### Drive-strength map

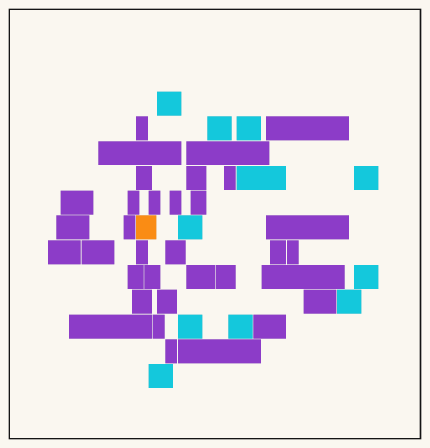
### Cell density map

9 x 9 tiles, from white (low) to dark blue (high), 0 to 100% covered.
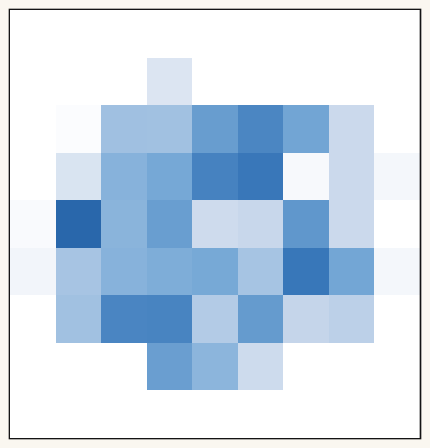
### Placed standard cells

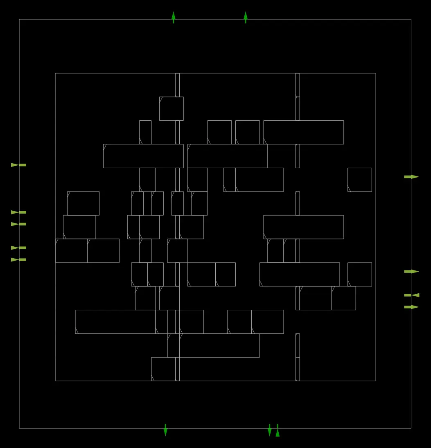
### A small window of the routed layout

Region (24, 25) to (44, 45) µm. Cells in gray, sequential cells in the stronger gray; small squares are vias.
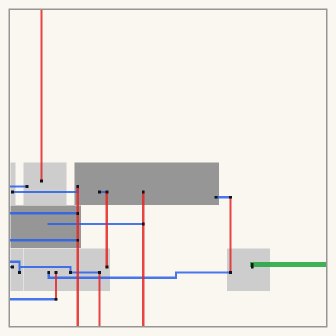
$ cat src/rtl/first_indices.sv
// Registered lowest-0 / lowest-1 index finder with found flags, one clock of latency.
// Optional registered population count on ones_count when FIRST_INDICES_COUNT_EN is defined.
module first_indices #(
   parameter  int WIDTH = 4,
   localparam int IW    = $clog2(WIDTH)
) (
   input  logic             clk,
   input  logic             rst_n,
   input  logic             in_valid,
   input  logic [WIDTH-1:0] num,
   output logic             out_valid,
   output logic [IW-1:0]    index0,
   output logic             found0,
   output logic [IW-1:0]    index1,
   output logic             found1
`ifdef FIRST_INDICES_COUNT_EN
   ,
   output logic [IW:0]      ones_count
`endif
);

   // Reject widths the index encoding cannot represent cleanly.
   if (WIDTH < 2 || WIDTH > 32 || (WIDTH & (WIDTH - 1)) != 0) begin : g_bad_width
      $error("first_indices: WIDTH must be a power of two between 2 and 32");
   end

   logic [IW-1:0] idx0_c;
   logic [IW-1:0] idx1_c;
   logic          fnd0_c;
   logic          fnd1_c;

   // Scanning from the MSB down lets the lowest matching bit overwrite the rest.
   always_comb begin
      // NOTE: every combinational output gets a default first so no path infers a latch.
      idx0_c = '0;
      idx1_c = '0;
      for (int i = WIDTH - 1; i >= 0; i--) begin
         if (!num[i]) idx0_c = IW'(i);
         if (num[i])  idx1_c = IW'(i);
      end
      fnd0_c = ~&num;
      fnd1_c = |num;
   end

`ifdef FIRST_INDICES_COUNT_EN
   logic [IW:0] cnt_c;

   always_comb begin
      cnt_c = '0;
      for (int i = 0; i < WIDTH; i++) begin
         cnt_c = cnt_c + {{IW{1'b0}}, num[i]};
      end
   end
`endif

   // Results hold across idle cycles; only out_valid follows in_valid every edge.
   always_ff @(posedge clk or negedge rst_n) begin
      if (!rst_n) begin
         out_valid <= 1'b0;
         index0    <= '0;
         found0    <= 1'b0;
         index1    <= '0;
         found1    <= 1'b0;
      end else begin
         // NOTE: sequential state uses non-blocking assignments so all registers update together.
         out_valid <= in_valid;
         if (in_valid) begin
            index0 <= idx0_c;
            found0 <= fnd0_c;
            index1 <= idx1_c;
            found1 <= fnd1_c;
         end
      end
   end

`ifdef FIRST_INDICES_COUNT_EN
   always_ff @(posedge clk or negedge rst_n) begin
      if (!rst_n) begin
         ones_count <= '0;
      end else if (in_valid) begin
         ones_count <= cnt_c;
      end
   end
`endif

endmodule

$ cat config.mk
export PLATFORM = sky130hd
export DESIGN_NAME = first_indices
export DESIGN_NICKNAME = d
export VERILOG_FILES = /design/src/rtl/first_indices.sv
export SDC_FILE = /design/constraint.sdc
export NUM_CORES = 1
export LEC_CHECK = 0
export CAP_MARGIN = 20
export CORE_AREA = 4 4 41 43
export DETAILED_ROUTE_END_ITERATION = 8
export DIE_AREA = 0 0 45 47
export PLACE_DENSITY_LB_ADDON = 0.15
export SETUP_SLACK_MARGIN = 0.15
export SYNTH_ARGS = -nofsm -noshare
export SYNTH_HDL_FRONTEND = slang
export SYNTH_SLANG_ARGS = --single-unit
export TNS_END_PERCENT = 20
$ cat constraint.sdc
create_clock -name clk -period 2.46 [get_ports clk]
set_clock_uncertainty 0.2 [all_clocks]
set_input_delay 0.615 -clock clk [delete_from_list [all_inputs] [get_ports clk]]
set_output_delay 0.615 -clock clk [all_outputs]
set_load 0.1 [all_outputs]
==> summary.txt <==
Observations from the implementation run.

GRT:
- The run puts the initial antenna violation count at 0.
- The run gives the total congestion overflow after global routing as 0.

Setup path:
- The run gives the endpoint arrival time on the critical path as about 1700 ps.
- Among all stages on the critical path, the largest delay is contributed by clkdlybuf4s50_1.
- The run gives the highest net fanout along the worst path as 12.
- The run puts the number of buffer and inverter instances along the worst setup path at 1.
- STA classifies the critical path startpoint as a primary input.
- The run gives the termination of the worst setup path as index1[1].
- The run gives the type of the worst setup path as primary input to flip-flop.
- The run puts the instance count on the critical path at 2.
- Counting cells, the worst reg-to-reg path comes to 2.
- According to the timing report, the critical path is launched from in_valid.
- According to the timing report, the data required time at the worst endpoint equals about 2400 ps.
- On the critical path the largest part of the delay comes from buffers and inverters.

STA:
- Setup repair after global routing left no endpoint under its margin.
- The run puts the worst max-slew margin expressed relative to the limit at roughly 73%.
- The run gives the final critical delay including setup and external delays as 1726 ps.
- Hold-check failures listed in the final report amount to 0.
- The run gives the highest attainable clock frequency as slightly below 0.6 GHz.

Placement:
- The run gives the routability congestion estimate from global placement as approximately 0.79.
- The run puts the placed cell area at between 400 and 500 µm².
- The run puts the placed cell count at 57.
- According to the dpl log, the detail-placed design has an HPWL of 490.8 µm.

Clock network:
- The run gives the post-cts gate resize count as 0.
- The run puts the H-tree depth at 1.
- The run puts the count of clock tree sinks at 7.
- The run gives the library cell used as clock root buffer as clkbuf_4.
- The run puts the cts-stage hold buffer count at 0.
- In the CTS report, the clock slew at the register clock pins of the worst setup and hold paths is listed as approximately 60 ps.

Finish:
- The library cells used most frequently in the layout, excluding fill and tap cells, are dfrtp_1 (7), buf_4 (7), clkdlybuf4s50_1 (6).
- The run puts the count of antenna diodes in the layout at 0.
- Of all the cell area in the finished design, non-clock buffers hold between 20% and 30%.
- The run gives the count of multi-input gates as 19.
- The run gives the cell class ranked first by area as flip-flops and latches.
- The clock buffers instantiated in the layout total 4.
- After the last flow step, the layout net total stands at 54.

Synth:
- The run gives the parity-gate share of the synthesized area counting xor and xnor cells as 0%.
- By count the netlist is led by dfrtp_1 (7), nor2_1 (4), inv_1 (3).
- In this run, synthesis inferred 0 flip-flops with an integrated enable.
- The run gives the count of instantiated cells in the yosys netlist as 30.
- After synthesis the netlist holds a flip-flop and latch count of 7.
- The run puts the post-synthesis share of cell area spent on and, or, nand and nor gates at around 17%.
- Summed over all instances, the cell type with the most area after synthesis is dfrtp_1.
- The run gives the most numerous cell in the Yosys netlist as dfrtp_1.
- The run gives the number of warnings reported in the yosys synthesis log as 0.
- The run puts the adder-cell area share of the yosys netlist at 0%.
- Per the synthesis report, the number of distinct cell types is 16.
- The run gives the average size of a mapped cell as a little over 10 µm².

Floorplanning:
- The run gives the number of placement rows as 13.
- The run gives the x dimension of the die as approximately 45 µm.
- The run puts the die area at 2115 µm².
- For this design the top-level I/O count stands at 14.

Outcome:
- The run finished with clean final reports.

Hold path:
- The run puts the cell depth of the worst min-delay path at 1.
- The min-delay analysis places its worst path in the category flip-flop to flip-flop.

Pwr:
- The run puts the fraction of power consumed by combinational cells at between 30% and 40%.
- The biggest slice of the total power is consumed by registers.
- The run gives the net switching power as roughly 0.12 mW.
- The run puts the design internal power at ~0.21 mW.
- The run puts the reported sequential group power at 0.126 mW.
- The run gives the power in combinational cells as roughly 0.1 mW.
- The run gives the power density over the cells as roughly 730 nW/µm².
- The run puts the switching portion of total power at between 30% and 40%.

Route:
- The run puts the number of violations reported at the end of detailed-routing iteration 0 at 1.
- The run gives the DRC violation count after routing as 0.
- After detailed routing, the total wire length is about 620 µm.
- The run puts the total iterations of the first detailed-routing run at 2.

Flow run:
- The run gives the number of max-cap violations as 0.
-- 'Drive-strength map' (at the start) --
[orange] drive 2 | cells: 1
[purple] drive 1 or less | cells: 34
[cyan] drive 3 to 4 | cells: 11
Syn-to-layout area delta: 47.75%
non-clock buffer count in the final layout: 13
worst setup slack after layout: 733.9 ps
cell area after layout: 452.9 µm²

-- 'Cell density map' (at the start) --
fullest tile: 78%
tiles over 75% full: 1.2%
densest ninth of the die: middle
nearly empty tiles: 48%
emptiest ninth of the die: top left
mean over tiles: 21%
floorplan core area: 1301 µm²
final design utilization: 34.81%
floorplan core density: 23.56%

-- 'Placed standard cells' (at the start) --
register share of the cell area: 38.67%
sequential cell count: 7

-- 'A small window of the routed layout' (at the start) --
[red] met2
[blue] met1
[green] met3
sequential cells in the window: 1
cells with their middle in the window: 5
most frequent: buf_4 (2)
netlist names of flops here include: index1 (1)

## per-layer routing
| layer | global-route usage (%) | vias to the layer above | wire [µm] |
|---|---|---|---|
| met4 | 7.018 | 0 | 4 |
| met2 | 7.910 | 9 | 258 |
| li1 | - | 135 | - |
| met3 | 3.831 | 2 | 66 |
| met1 | 9.404 | 112 | 286 |
| met5 | 0 | - | 0 |
## through the flow
stage	hold slack [ps]	utilization (%)	total power [mW]	worst slack, ps
global route	342.1	34.81	0.3506	697.2
detailed placement	314.5	32.79	0.2296	470.4
floorplan	119.4	-	0.2002	746.9
global placement	300.1	32.79	0.2290	486.7
finish	318.6	34.81	0.3318	733.9
CTS	326.7	34.81	0.3370	738.4
Power is estimated from default activity; no workload was simulated.
